**src/rtl/trig_taylor_seq.sv**
```systemverilog
// Multi-cycle sine/cosine from an integer angle in degrees, using a truncated
// Taylor series on one shared signed multiplier. Cosine is sin(angle + 90).
`timescale 1ns/1ps
module trig_taylor_seq #(
  parameter int unsigned ANGLE_W = 11,
  parameter int unsigned FRAC    = 16,
  parameter int unsigned WIDTH   = 20,
  parameter int unsigned TERMS   = 5
) (
  input  logic                    clock,
  input  logic                    resetn,
  input  logic                    in_valid,
  output logic                    in_ready,
  input  logic [ANGLE_W-1:0]      angle,
  input  logic                    mode,
  output logic                    out_valid,
  input  logic                    out_ready,
  output logic signed [WIDTH-1:0] result
);

  localparam int unsigned AW = ANGLE_W + 1;
  localparam int unsigned PW = 2 * WIDTH;
  localparam int unsigned KW = 3;

  // round(2^FRAC / ((2k)(2k+1))), evaluated at elaboration only
  function automatic longint unsigned rcp_calc(input int unsigned k);
    longint unsigned d;
    d = 64'((2 * k) * (2 * k + 1));
    return ((64'd1 << FRAC) + (d >> 1)) / d;
  endfunction

  // round(pi/180 * 2^FRAC) using pi scaled by 1e12 in 64-bit integers
  localparam longint unsigned PI_E12  = 64'd3141592653590;
  localparam longint unsigned DEG_E12 = 64'd180000000000000;
  localparam logic [WIDTH-1:0] K_RAD  =
    WIDTH'(((PI_E12 << FRAC) + (DEG_E12 >> 1)) / DEG_E12);

  localparam logic signed [WIDTH-1:0] RCP1 = WIDTH'(rcp_calc(1));
  localparam logic signed [WIDTH-1:0] RCP2 = WIDTH'(rcp_calc(2));
  localparam logic signed [WIDTH-1:0] RCP3 = WIDTH'(rcp_calc(3));
  localparam logic signed [WIDTH-1:0] RCP4 = WIDTH'(rcp_calc(4));
  localparam logic signed [WIDTH-1:0] RCP5 = WIDTH'(rcp_calc(5));
  localparam logic signed [WIDTH-1:0] RCP6 = WIDTH'(rcp_calc(6));

  typedef enum logic [2:0] {
    IDLE, REDUCE, QUAD, TORAD, SQUARE, MULX2, MULRCP, HOLD
  } state_t;

  state_t                  r_state;
  logic [AW-1:0]           r_a;
  logic [AW-1:0]           r_r;
  logic                    r_neg;
  logic signed [WIDTH-1:0] r_x;
  logic signed [WIDTH-1:0] r_x2;
  logic signed [WIDTH-1:0] r_term;
  logic signed [WIDTH-1:0] r_p;
  logic signed [WIDTH-1:0] r_acc;
  logic [KW-1:0]           r_k;
  logic                    r_in_ready;
  logic                    r_out_valid;
  logic signed [WIDTH-1:0] r_result;

  state_t                  w_state_nxt;
  logic [AW-1:0]           w_a_nxt;
  logic [AW-1:0]           w_r_nxt;
  logic                    w_neg_nxt;
  logic signed [WIDTH-1:0] w_x_nxt;
  logic signed [WIDTH-1:0] w_x2_nxt;
  logic signed [WIDTH-1:0] w_term_nxt;
  logic signed [WIDTH-1:0] w_p_nxt;
  logic signed [WIDTH-1:0] w_acc_nxt;
  logic [KW-1:0]           w_k_nxt;
  logic signed [WIDTH-1:0] w_result_nxt;
  logic                    w_in_ready_nxt;
  logic                    w_out_valid_nxt;

  logic signed [WIDTH-1:0] w_rcp;
  logic signed [WIDTH-1:0] w_mul_a;
  logic signed [WIDTH-1:0] w_mul_b;
  logic signed [PW-1:0]    w_prod;
  logic signed [WIDTH-1:0] w_prod_q;
  logic signed [WIDTH-1:0] w_acc_new;

  // Reciprocal factorial-ratio table indexed by term number
  always_comb begin
    w_rcp = RCP1;
    case (r_k)
      3'd2:    w_rcp = RCP2;
      3'd3:    w_rcp = RCP3;
      3'd4:    w_rcp = RCP4;
      3'd5:    w_rcp = RCP5;
      3'd6:    w_rcp = RCP6;
      default: w_rcp = RCP1;
    endcase
  end

  // Shared multiplier: x*x in SQUARE, term*x2 in MULX2, p*RCP in MULRCP
  always_comb begin
    w_mul_a = r_x;
    w_mul_b = r_x;
    case (r_state)
      MULX2: begin
        w_mul_a = r_term;
        w_mul_b = r_x2;
      end
      MULRCP: begin
        w_mul_a = r_p;
        w_mul_b = w_rcp;
      end
      default: ;
    endcase
  end

  assign w_prod    = PW'(w_mul_a) * PW'(w_mul_b);
  assign w_prod_q  = WIDTH'(w_prod >>> FRAC);
  // New term is the negated scaled product, so it is subtracted here
  assign w_acc_new = r_acc - w_prod_q;

  always_comb begin
    w_state_nxt  = r_state;
    w_a_nxt      = r_a;
    w_r_nxt      = r_r;
    w_neg_nxt    = r_neg;
    w_x_nxt      = r_x;
    w_x2_nxt     = r_x2;
    w_term_nxt   = r_term;
    w_p_nxt      = r_p;
    w_acc_nxt    = r_acc;
    w_k_nxt      = r_k;
    w_result_nxt = r_result;
    case (r_state)
      IDLE: begin
        if (in_valid && r_in_ready) begin
          w_a_nxt     = AW'(angle) + (mode ? AW'(90) : AW'(0));
          w_state_nxt = REDUCE;
        end
      end
      REDUCE: begin
        if (r_a >= AW'(360)) begin
          w_a_nxt = r_a - AW'(360);
        end else begin
          w_state_nxt = QUAD;
        end
      end
      QUAD: begin
        w_state_nxt = TORAD;
        if (r_a <= AW'(90)) begin
          w_r_nxt   = r_a;
          w_neg_nxt = 1'b0;
        end else if (r_a <= AW'(180)) begin
          w_r_nxt   = AW'(180) - r_a;
          w_neg_nxt = 1'b0;
        end else if (r_a <= AW'(270)) begin
          w_r_nxt   = r_a - AW'(180);
          w_neg_nxt = 1'b1;
        end else begin
          w_r_nxt   = AW'(360) - r_a;
          w_neg_nxt = 1'b1;
        end
      end
      TORAD: begin
        w_x_nxt     = WIDTH'(r_r) * K_RAD;
        w_term_nxt  = WIDTH'(r_r) * K_RAD;
        w_acc_nxt   = WIDTH'(r_r) * K_RAD;
        w_k_nxt     = KW'(1);
        w_state_nxt = SQUARE;
      end
      SQUARE: begin
        w_x2_nxt = w_prod_q;
        if (TERMS == 1) begin
          w_result_nxt = r_neg ? -r_acc : r_acc;
          w_state_nxt  = HOLD;
        end else begin
          w_state_nxt  = MULX2;
        end
      end
      MULX2: begin
        w_p_nxt     = w_prod_q;
        w_state_nxt = MULRCP;
      end
      MULRCP: begin
        w_term_nxt = -w_prod_q;
        w_acc_nxt  = w_acc_new;
        w_k_nxt    = r_k + KW'(1);
        if (r_k == KW'(TERMS - 1)) begin
          w_result_nxt = r_neg ? -w_acc_new : w_acc_new;
          w_state_nxt  = HOLD;
        end else begin
          w_state_nxt  = MULX2;
        end
      end
      HOLD: begin
        if (out_ready) begin
          w_state_nxt = IDLE;
        end
      end
      default: w_state_nxt = IDLE;
    endcase
  end

  // in_ready stays low on the first IDLE cycle after a result is taken
  assign w_in_ready_nxt  = (r_state == IDLE) && (w_state_nxt == IDLE);
  assign w_out_valid_nxt = (w_state_nxt == HOLD);

  always_ff @(posedge clock or negedge resetn) begin
    if (!resetn) begin
      r_state     <= IDLE;
      r_a         <= '0;
      r_r         <= '0;
      r_neg       <= 1'b0;
      r_x         <= '0;
      r_x2        <= '0;
      r_term      <= '0;
      r_p         <= '0;
      r_acc       <= '0;
      r_k         <= '0;
      r_in_ready  <= 1'b1;
      r_out_valid <= 1'b0;
      r_result    <= '0;
    end else begin
      r_state     <= w_state_nxt;
      r_a         <= w_a_nxt;
      r_r         <= w_r_nxt;
      r_neg       <= w_neg_nxt;
      r_x         <= w_x_nxt;
      r_x2        <= w_x2_nxt;
      r_term      <= w_term_nxt;
      r_p         <= w_p_nxt;
      r_acc       <= w_acc_nxt;
      r_k         <= w_k_nxt;
      r_in_ready  <= w_in_ready_nxt;
      r_out_valid <= w_out_valid_nxt;
      r_result    <= w_result_nxt;
    end
  end

  assign in_ready  = r_in_ready;
  assign out_valid = r_out_valid;
  assign result    = r_result;

endmodule

```
**config.mk**
```make
export PLATFORM = sky130hd
export DESIGN_NAME = trig_taylor_seq
export DESIGN_NICKNAME = d
export VERILOG_FILES = /design/src/rtl/trig_taylor_seq.sv
export SDC_FILE = /design/constraint.sdc
export NUM_CORES = 2
export LEC_CHECK = 0
export ABC_CLOCK_PERIOD_IN_PS = 11210
export CELL_PAD_IN_SITES_DETAIL_PLACEMENT = 2
export CELL_PAD_IN_SITES_GLOBAL_PLACEMENT = 2
export CORE_AREA = 5 5 262 264
export CTS_CLUSTER_SIZE = 12
export DETAILED_ROUTE_END_ITERATION = 16
export DIE_AREA = 0 0 267 269
export HOLD_SLACK_MARGIN = 0.15
export PLACE_DENSITY_LB_ADDON = 0.2
export SLEW_MARGIN = 0
export SYNTH_ARGS = -nofsm -noshare
export SYNTH_HDL_FRONTEND = slang
export SYNTH_SLANG_ARGS = --single-unit
```
**constraint.sdc**
```tcl
create_clock -name clock -period 11.21 [get_ports clock]
set_clock_uncertainty 0.05 [all_clocks]
set_input_delay 1.6815 -clock clock [delete_from_list [all_inputs] [get_ports clock]]
set_output_delay 1.6815 -clock clock [all_outputs]
set_load 0.005 [all_outputs]
```
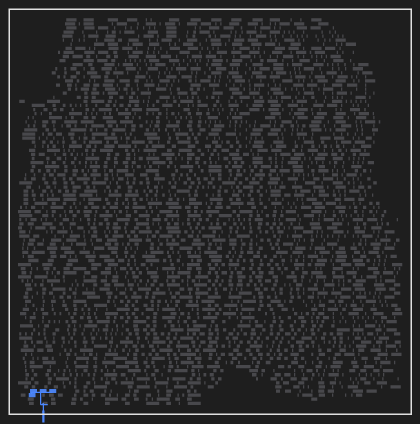
(images/port_trees.png)
Scale: 1.5 px per µm.
port	colour	bits	direction	edge	end cells	buffers	wire
`mode`	blue	1	input	bottom	4	1	34.3 µm

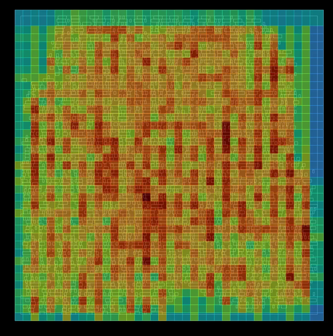
(images/congestion_map.png)
grt met3 use: 0.04124
GR peak layer: met2

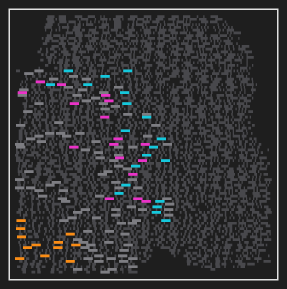
(images/ff_map.png)
Scale: 1 px per µm.
signal	colour	placed flops
`r_x`	magenta	17
`r_x2`	cyan	20
`r_a`	orange	12

==> flow_metrics.tcl <==
# collected from the flow reports
set metrics [dict create \
    row_count 95 \
    met2_length_mm 51.43 \
    syn_nets 3432 \
    finalSetupViolations 8 \
    drtIter0Drc 1160 \
    cts_tree "yes" \
    period_minus_slack_ns 11.59 \
    wl_met3_mm 4.710 \
    die-height_um 269 \
    num-nets-final 3688 \
    route.vias.total 21733 \
    avgRoutedWirePerCell_um 25.49 \
    async_reset_ff_frac 1.000 \
    worstSkewPairLatency_ns 0.46 \
    dp.final_hpwl_mm 83.02 \
    holdCritStartpoint "r_x[12]" \
    max_freq_mhz 86.24 \
    ff_type "dfrtp_1" \
    synth_cells 2832 \
    vias_per_cell 5.469 \
    critPathCaptureType "register" \
    port_buffers 37 \
    top_layer_used "met4" \
    drive_gt1_frac 0.1619 \
    setup_tns_ns -1.762 \
    edf_count 0 \
    cts-root-buf "clkbuf_16" \
    reg2reg_slack_ns -0.38 \
    ys_cells 2832 \
    gp_congestion 0.8997 \
    cp_slowest_stage_delay_ns 0.62 \
    final_cell_mix "inv_1 (469), fa_1 (406), nor2_1 (328)" \
    cts_sinks 150 \
    dpl.cell_count 3901 \
    critical_path.slowest_cell "or4_4" \
    ys_seq_frac 0.1514 \
    syn_to_final_growth_pct 19.49 \
    path_max_fanout 5 \
    core_um2 66330 \
    dieArea_um2 71820 \
    critPathMostFrequentCell "fa_1" \
    antenna_left 0 \
    antenna_cells 0 \
    chipWidth_um 267 \
    timing.rr.end "result[19]" \
    crit_family "adder cells" \
    hold_viol 0 \
    relSlewSlack 0.2428 \
    yosys_warnings 0 \
    lay_top_count "inv_1" \
    yosys-stat-area_um2 24810 \
    rsz0062_at_grt "yes" \
    violations "setup timing" \
    syn_avg_cell_area_um2 8.760 \
    holdWs_ns 0.4335 \
    htree_levels 4 \
    place_area_um2 28020 \
    clockBufferDepth 2 \
    slew_violations 0 \
    fin_cells 3974 \
    firstDrtPassIters 5 \
    m1WireLength_mm 41.80 \
    antenna_found_initial 0 \
    maxCapViolations 0 \
    syn-cell-area_um2 24810 \
    drc_errors 0 \
    status "finished, violations left" \
    synthDistinctLibCells 102 \
    hp-class "reg2reg" \
    arrival_ns 11.88 \
    synth-seq-cells 150 \
    path_buffers 10 \
    min_path_cells 2 \
    wirelength_mm 101.3 \
    r2r-start "r_k[0]" \
    tightest_slew_ns 1.132 \
    ioPinCount 38 \
    cts_made_buffers 17 \
    fill_cells 7259 \
    crit_path_start_kind "register" \
    hold_end "r_x[12]" \
    openroad.warnings 41 \
    cts.clk_slew.worst_paths_ns 0.07 \
    finish.instance_area_um2 29640 \
    grt_max_degree 96 \
    reg2reg_depth 46 \
    fp-utilization 0.3740 \
    required_ns 11.50 \
    grt_pass1_vias 25590 \
    timing.setup.critical_path_class "reg2reg" \
    grt_pass1_wl_mm 154.7 \
    track_usage 0.2814 \
    grt_overflow 0 \
    finalCritPeriodShare 1.034 \
    setup_slack_ns -0.3849 \
]
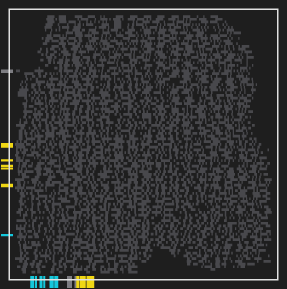
(images/pinout.png)
Scale: 1 px per µm. Pins as bars across the die edge, other pins in grey.
port	colour	pins	direction	edge
`mode`	blue	1	input	bottom
`result`	yellow	20	output	12 bottom, 8 left
`angle`	cyan	11	input	10 bottom, 1 left

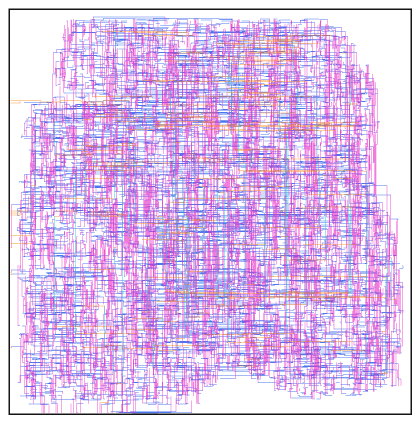
(images/layers.png)
Scale: 1.5 px per µm.
layer	colour	wire length
M2	magenta	51.4 mm
M1	blue	41.8 mm
M3	orange	4710 µm
M4	cyan	3350 µm

==> synth_stat cells, drive strengths merged (6+ instances only) <==
cell type,instances,share of area
o21bai,8,0.0026
ha,174,0.088
xor2,38,0.014
nor2b,18,0.0045
inv,477,0.072
nand4,9,0.0023
or4,7,0.0023
a221oi,19,0.0070
buf,20,0.0040
a22oi,11,0.0033
or2,12,0.0031
nand2,328,0.050
o211ai,16,0.0048
mux2i,9,0.0036
or3,10,0.0025
and4b,8,0.0032
xnor2,82,0.030
a221o,25,0.010
clkbuf,102,0.015
a211oi,17,0.0057
nand3,33,0.0067
o31ai,10,0.0036
a22o,6,0.0022
a21boi,9,0.0029
fa,410,0.33
o22ai,8,0.0020
a31oi,14,0.0044
o21a,11,0.0033
nor2,336,0.051
nand2b,32,0.0082
nor3,18,0.0040
o21ai,158,0.032
dfrtp,149,0.15
and2,14,0.0035
a21oi,105,0.022
a21o,34,0.010
and3,22,0.0055
==> flip-flops by register name (all words and copies together), names as in the netlist, 3 cells and up <==
register,cells
r_x,17
r_acc,20
r_state,3
r_k,3
r_p,20
r_x2,20
r_a,12
r_term,20
result,20
r_r,12
==> worst min-delay path, delay by kind of cell (launching register included) <==
kind,cells,cell delay [ns]
flops,1,0.34
simple gates,2,0.12
==> through the flow <==
stage                 util  worst slack [ns]
CTS                 0.4405           -0.2487
floorplan                -         0.0002611
global placement    0.4225           -0.2348
finish              0.4470           -0.3849
detailed placement  0.4225           -0.6677
global route        0.4470           -0.8368
==> how the worst max path moves through the flow <==
stage | start | to | depth (start not counted)
final | r_k[0] | result[19] | 46
after global routing | r_k[0] | result[19] | 49
after CTS | r_k[1] | result[19] | 43
after detailed placement | r_k[0] | result[19] | 44
after global placement | r_k[0] | result[19] | 44
after floorplan | r_state[0] | result[19] | 46
==> cell type report <==
| cell class | instances | area (µm²) | area share |
|---|---|---|---|
| Clock buffer | 19 | 442.9 | 0.01494 |
| Clock inverter | 13 | 171.4 | 0.005782 |
| Inverter | 477 | 1795 | 0.06057 |
| Multi-Input combinational cell | 2083 | 19460 | 0.6564 |
| Sequential cell | 150 | 3755 | 0.1267 |
| Tap cell | 873 | 1092 | 0.03685 |
| Timing Repair Buffer | 359 | 2929 | 0.09881 |
==> kinds of logic (layout without fill, tap and decap cells) <==
family	after synthesis	after routing	share of synthesized area
simple gates	865	865	0.1532
buf+inv	599	868	0.09164
fa+ha+maj	588	588	0.4203
compound gates	497	497	0.1340
flops	150	150	0.1514
xor+xnor	121	121	0.04463
mux	12	12	0.004993
==> what timing repair did <==
action / CTS / global route
setup buffers: 26 / 20
hold buffers: 0 / 0
endpoints found under the setup margin: 16 / 18
pin swaps: 54 / 65
gates resized: 81 / 73
==> per-layer routing <==
layer | vias to the layer above | global-route usage
li1 | 9536 | -
met1 | 11540 | 0.3592
met2 | 493 | 0.4968
met3 | 164 | 0.04124
met4 | 0 | 0.08638
met5 | - | 0
